--- src/rtl/sqrt_mult_pkg.sv ---
// Shared widths, feeder FSM encoding and watchdog default for the sqrt_mult feeder slice.
package sqrt_mult_pkg;
   localparam int OP_W            = 8;
   localparam int RES_W           = 16;
   localparam int DEFAULT_TIMEOUT = 255;

   typedef enum logic [1:0] {
      ST_IDLE  = 2'd0,
      ST_ISSUE = 2'd1,
      ST_WAIT  = 2'd2
   } feeder_state_e;

   typedef struct packed {
      logic [OP_W-1:0] a;
      logic [OP_W-1:0] b;
   } operands_t;
endpackage

--- src/rtl/sqrt_mult_fifo.sv ---
// Small synchronous FIFO; the head is presented combinationally and reads as 0 when empty.
module sqrt_mult_fifo #(
   parameter int WIDTH = 16,
   parameter int DEPTH = 4
) (
   input  logic                   clk_i,
   input  logic                   rst_i,
   input  logic                   push_i,
   input  logic                   pop_i,
   input  logic [WIDTH-1:0]       din_i,
   output logic                   full_o,
   output logic                   empty_o,
   output logic [$clog2(DEPTH):0] count_o,
   output logic [WIDTH-1:0]       head_o
);
   localparam int AW = $clog2(DEPTH);

   logic [WIDTH-1:0] mem_q [DEPTH];
   logic [AW-1:0]    wr_ptr_q, wr_ptr_d;
   logic [AW-1:0]    rd_ptr_q, rd_ptr_d;
   logic [AW:0]      count_q, count_d;
   logic             do_push, do_pop;

   assign full_o  = (count_q == (AW+1)'(DEPTH));
   assign empty_o = (count_q == '0);
   assign do_push = push_i && !full_o;
   assign do_pop  = pop_i && !empty_o;

   always_comb begin
      wr_ptr_d = wr_ptr_q;
      rd_ptr_d = rd_ptr_q;
      count_d  = count_q;
      if (do_push) wr_ptr_d = wr_ptr_q + 1'b1;
      if (do_pop)  rd_ptr_d = rd_ptr_q + 1'b1;
      if (do_push && !do_pop)      count_d = count_q + 1'b1;
      else if (do_pop && !do_push) count_d = count_q - 1'b1;
   end

   always_ff @(posedge clk_i or posedge rst_i) begin
      if (rst_i) begin
         wr_ptr_q <= '0;
         rd_ptr_q <= '0;
         count_q  <= '0;
      end else begin
         wr_ptr_q <= wr_ptr_d;
         rd_ptr_q <= rd_ptr_d;
         count_q  <= count_d;
      end
   end

   always_ff @(posedge clk_i) begin
      if (do_push) mem_q[wr_ptr_q] <= din_i;
   end

   assign count_o = count_q;
   assign head_o  = empty_o ? '0 : mem_q[rd_ptr_q];
endmodule

--- src/rtl/sqrt_mult_feeder.sv ---
// Feeds queued (a,b) jobs to sqrt_mult_system one at a time and holds each result until drained.
// Operands come straight from the FIFO head, so the pop is deferred to the done cycle.
module sqrt_mult_feeder
   import sqrt_mult_pkg::*;
#(
   parameter int FIFO_DEPTH     = 4,
   parameter int TIMEOUT_CYCLES = DEFAULT_TIMEOUT
) (
   input  logic                        clk_i,
   input  logic                        rst_i,
   input  logic                        in_valid_i,
   output logic                        in_ready_o,
   input  logic [OP_W-1:0]             in_a_i,
   input  logic [OP_W-1:0]             in_b_i,
   output logic                        sys_start_o,
   output logic [OP_W-1:0]             sys_a_o,
   output logic [OP_W-1:0]             sys_b_o,
   input  logic [RES_W-1:0]            sys_result_i,
   input  logic                        sys_done_i,
   output logic                        out_valid_o,
   input  logic                        out_ready_i,
   output logic [RES_W-1:0]            out_result_o,
   output logic [$clog2(FIFO_DEPTH):0] pending_o,
   output logic                        err_o
);
   localparam int CNT_W = $clog2(TIMEOUT_CYCLES + 1);

   feeder_state_e    state_q, state_d;
   operands_t        din, head;
   logic             fifo_full, fifo_empty, fifo_push, fifo_pop;
   logic             capture, drain, can_issue;
   logic             out_valid_q, out_valid_d;
   logic [RES_W-1:0] out_result_q, out_result_d;
   logic [CNT_W-1:0] wd_cnt_q, wd_cnt_d;
   logic             err_q, err_d;

   // Ready is held low while reset is asserted so nothing is pushed into a clearing FIFO.
   assign in_ready_o = !fifo_full && !rst_i;
   assign fifo_push  = in_valid_i && in_ready_o;
   assign din        = {in_a_i, in_b_i};
   assign capture    = (state_q == ST_WAIT) && sys_done_i;
   assign fifo_pop   = capture;
   assign drain      = out_valid_q && out_ready_i;
   assign can_issue  = !fifo_empty && (!out_valid_q || out_ready_i);

   sqrt_mult_fifo #(
      .WIDTH ($bits(operands_t)),
      .DEPTH (FIFO_DEPTH)
   ) u_fifo (
      .clk_i   (clk_i),
      .rst_i   (rst_i),
      .push_i  (fifo_push),
      .pop_i   (fifo_pop),
      .din_i   (din),
      .full_o  (fifo_full),
      .empty_o (fifo_empty),
      .count_o (pending_o),
      .head_o  (head)
   );

   always_ff @(posedge clk_i or posedge rst_i) begin
      if (rst_i) state_q <= ST_IDLE;
      else       state_q <= state_d;
   end

   always_comb begin
      state_d = state_q;
      case (state_q)
         ST_IDLE:  if (can_issue) state_d = ST_ISSUE;
         ST_ISSUE: state_d = ST_WAIT;
         ST_WAIT:  if (sys_done_i) state_d = ST_IDLE;
         default:  state_d = ST_IDLE;
      endcase
   end

   always_comb begin
      sys_start_o = (state_q == ST_ISSUE);
      sys_a_o     = head.a;
      sys_b_o     = head.b;
   end

   always_comb begin
      out_valid_d  = out_valid_q;
      out_result_d = out_result_q;
      if (drain) out_valid_d = 1'b0;
      if (capture) begin
         out_valid_d  = 1'b1;
         out_result_d = sys_result_i;
      end
      // Counter restarts as ISSUE hands over to WAIT and saturates at the budget.
      wd_cnt_d = wd_cnt_q;
      if (state_q == ST_ISSUE)
         wd_cnt_d = '0;
      else if (state_q == ST_WAIT && wd_cnt_q != CNT_W'(TIMEOUT_CYCLES))
         wd_cnt_d = wd_cnt_q + 1'b1;
      err_d = err_q || (state_q == ST_WAIT && wd_cnt_q == CNT_W'(TIMEOUT_CYCLES - 1));
   end

   always_ff @(posedge clk_i or posedge rst_i) begin
      if (rst_i) begin
         out_valid_q  <= 1'b0;
         out_result_q <= '0;
         wd_cnt_q     <= '0;
         err_q        <= 1'b0;
      end else begin
         out_valid_q  <= out_valid_d;
         out_result_q <= out_result_d;
         wd_cnt_q     <= wd_cnt_d;
         err_q        <= err_d;
      end
   end

   assign out_valid_o  = out_valid_q;
   assign out_result_o = out_result_q;
   assign err_o        = err_q;
endmodule

--- config.mk ---
export PLATFORM = sky130hd
export DESIGN_NAME = sqrt_mult_feeder
export DESIGN_NICKNAME = d
export VERILOG_FILES = /design/src/rtl/sqrt_mult_pkg.sv /design/src/rtl/sqrt_mult_fifo.sv /design/src/rtl/sqrt_mult_feeder.sv
export SDC_FILE = /design/constraint.sdc
export NUM_CORES = 1
export LEC_CHECK = 0
export CAP_MARGIN = 40
export CORE_ASPECT_RATIO = 0.9
export CORE_MARGIN = 2
export CORE_UTILIZATION = 45
export DETAILED_ROUTE_END_ITERATION = 8
export PLACE_DENSITY = 0.8
export SETUP_SLACK_MARGIN = 0.15
export SLEW_MARGIN = 0
export SYNTH_ARGS = -nofsm -noshare
export SYNTH_HDL_FRONTEND = slang
export SYNTH_HIERARCHICAL = 1
export SYNTH_SLANG_ARGS = --single-unit
--- constraint.sdc ---
create_clock -name clk_i -period 2 [get_ports clk_i]
set_input_delay 0.4 -clock clk_i [delete_from_list [all_inputs] [get_ports clk_i]]
set_output_delay 0.4 -clock clk_i [all_outputs]
set_load 0.005 [all_outputs]
**Met1 routing**

Bar = 20 µm. Supply wires on this layer in gray.
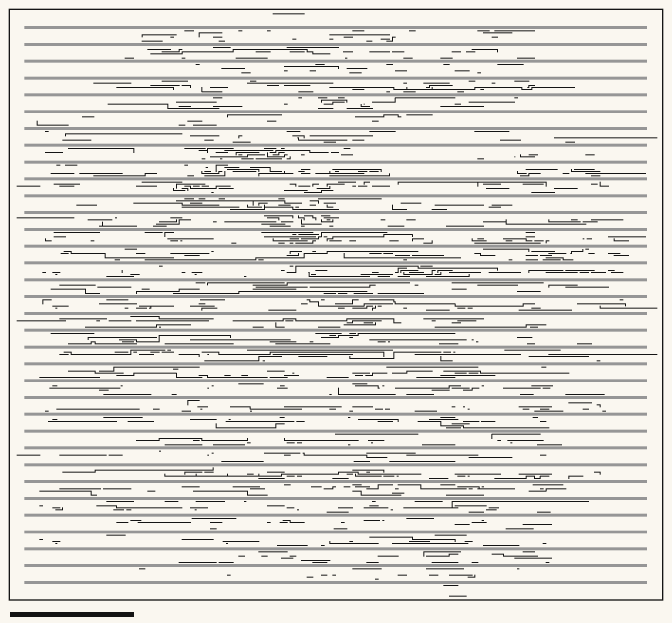
The longest straight run is 23.9 µm. The wires run mostly horizontal. The layer holds 43% of the routed length. The layer carries 3380 µm of wire. 359 nets have wire on it.

**Metal 2**

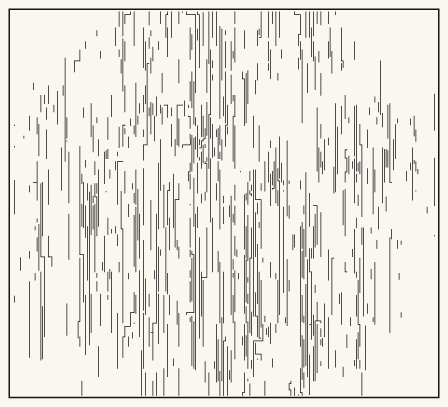
The layer carries 4000 µm of wire. The wires run mostly vertical.

==> layout by cell type (no fill, tap or decap), drive strengths merged, types with 2 or more instances in the layout <==
cell type | netlist | layout
nand2b | 2 | 2
nand4 | 2 | 2
dlygate4sd2 | 0 | 2
nor2 | 3 | 3
o31ai | 2 | 2
a21o | 2 | 2
o211ai | 2 | 2
nand3 | 6 | 6
o21ai | 6 | 6
and2 | 5 | 5
and2b | 2 | 2
edfxtp | 64 | 64
buf | 9 | 63
nor3 | 3 | 3
nor2b | 16 | 16
bufinv | 0 | 2
clkinv | 0 | 2
xnor2 | 3 | 3
dfrtp | 35 | 35
xor2 | 3 | 3
nor3b | 2 | 2
clkdlybuf4s50 | 0 | 57
ha | 7 | 7
clkbuf | 0 | 11
inv | 11 | 13
nand2 | 4 | 4
mux4 | 16 | 16
mux2 | 19 | 19
==> power by group through the flow <==
stage	Clock (mW)	Sequential, mW	Combinational, mW
after floorplan	0	2.89	1.59
after global placement	0	2.87	2.99
after detailed placement	0	2.90	3.04
after CTS	1.44	2.88	3.30
after global routing	1.52	2.94	3.69
final	1.40	2.88	3.40
==> metal layers <==
layer / part of all wire [%] / up-vias / global-route usage, %
li1: - / 1119 / -
met1: 43 / 1229 / 20.1
met2: 51 / 51 / 27.6
met3: 4.2 / 14 / 3.76
met4: 2.3 / 0 / 6.78
met5: 0 / - / 0
==> worst max path at each step <==
stage                             from                 to  slack (ps)  cells after the start
floorplan            u_fifo/count_o[1]  u_fifo/count_o[1]         -80                      9
global placement                 rst_i  u_fifo/count_o[2]        -380                     10
detailed placement               rst_i  u_fifo/count_o[2]        -470                     10
CTS                 u_fifo/rd_ptr_q[0]         sys_a_o[5]        -220                      5
global route        u_fifo/rd_ptr_q[0]         sys_a_o[5]        -280                      5
finish              u_fifo/rd_ptr_q[0]         sys_a_o[5]        -200                      5
==> cells by family after synthesis <==
| group | synth area share, % |
|---|---|
| AND-OR/OR-AND | 2.85 |
| XOR/XNOR | 1.26 |
| adder cells (fa/ha/maj) | 2.58 |
| buffers and inverters | 2.94 |
| flip-flops | 67.1 |
| multiplexers | 14.7 |
| AND/OR/NAND/NOR | 8.55 |
==> through the flow <==
stage | setup WS [ps] | cell area [µm²] | setup TNS (ps)
floorplan | -79.6 | 4190 | -155
global placement | -385 | 5290 | -13340
detailed placement | -467 | 5290 | -16930
CTS | -224 | 5630 | -3080
global route | -283 | 5730 | -4220
finish | -203 | 5730 | -2720
==> state kept, by name (all words and copies together) (netlist names) <==
name and flops:
err_o 1, out_result_o 16, out_valid_o 1, state_q 2, u_fifo/count_o 3, u_fifo/mem_q 64
u_fifo/rd_ptr_q 2, u_fifo/wr_ptr_q 2, wd_cnt_q 8
==> layout make-up <==
type / count / area, µm²
fill: 655 / 3310
multi-input combinational: 113 / 1290
inverter: 11 / 41.3
timing repair buffer: 124 / 1220
clock inverter: 7 / 98.8
tap: 122 / 153
clock buffer: 9 / 124
sequential: 99 / 2800
==> worst max-delay path, delay by kind of cell, from the launching register on <==
kind                   cells  cell delay [ps]
muxes                      1              500
DFF                        1              430
buffers and inverters      3              380
and+or+nand+nor            1              140
==> flow_metrics.tcl <==
# collected from the flow reports
set metrics [dict create \
    final_worst_setup_slack_ps -203 \
    endpoint_class_of_the_critical_path "primary output" \
    cts_resized 98 \
    clock_power_share_pct 18.2 \
    run_status "complete, but fails checks" \
    layoutNonFillerInstCount 485 \
    powerDensity_nw_per_um2 1340 \
    worst_r2r_startpoint "u_fifo/count_o[1]" \
    total_number_of_placement_rows 33 \
    ctsLongestPathBuffers 2 \
    p_sw_share_pct 28.6 \
    clkLatencyLatePin_ps 360 \
    netlist_instances 232 \
    netlist.area_leader.share_pct 46.1 \
    avgViaCountPerCell 4.98 \
    drive_gt1_share_pct 39.9 \
    numPlacedInstances 445 \
    fp_util_pct 46.1 \
    cp-start-kind "flop" \
    chip_area_um2 10100 \
    switching_power_summed_over_all_nets_mw 2.20 \
    ys_chip_area_um2 4170 \
    track_usage_pct 16.2 \
    final_nets 403 \
    die_width_um 105 \
    timing.final.setup_violations 18 \
    cts_root_buf "sky130_fd_sc_hd__clkbuf_8" \
    violations "setup timing" \
]
No activity file was given, so power comes from the tool's default toggle rates.
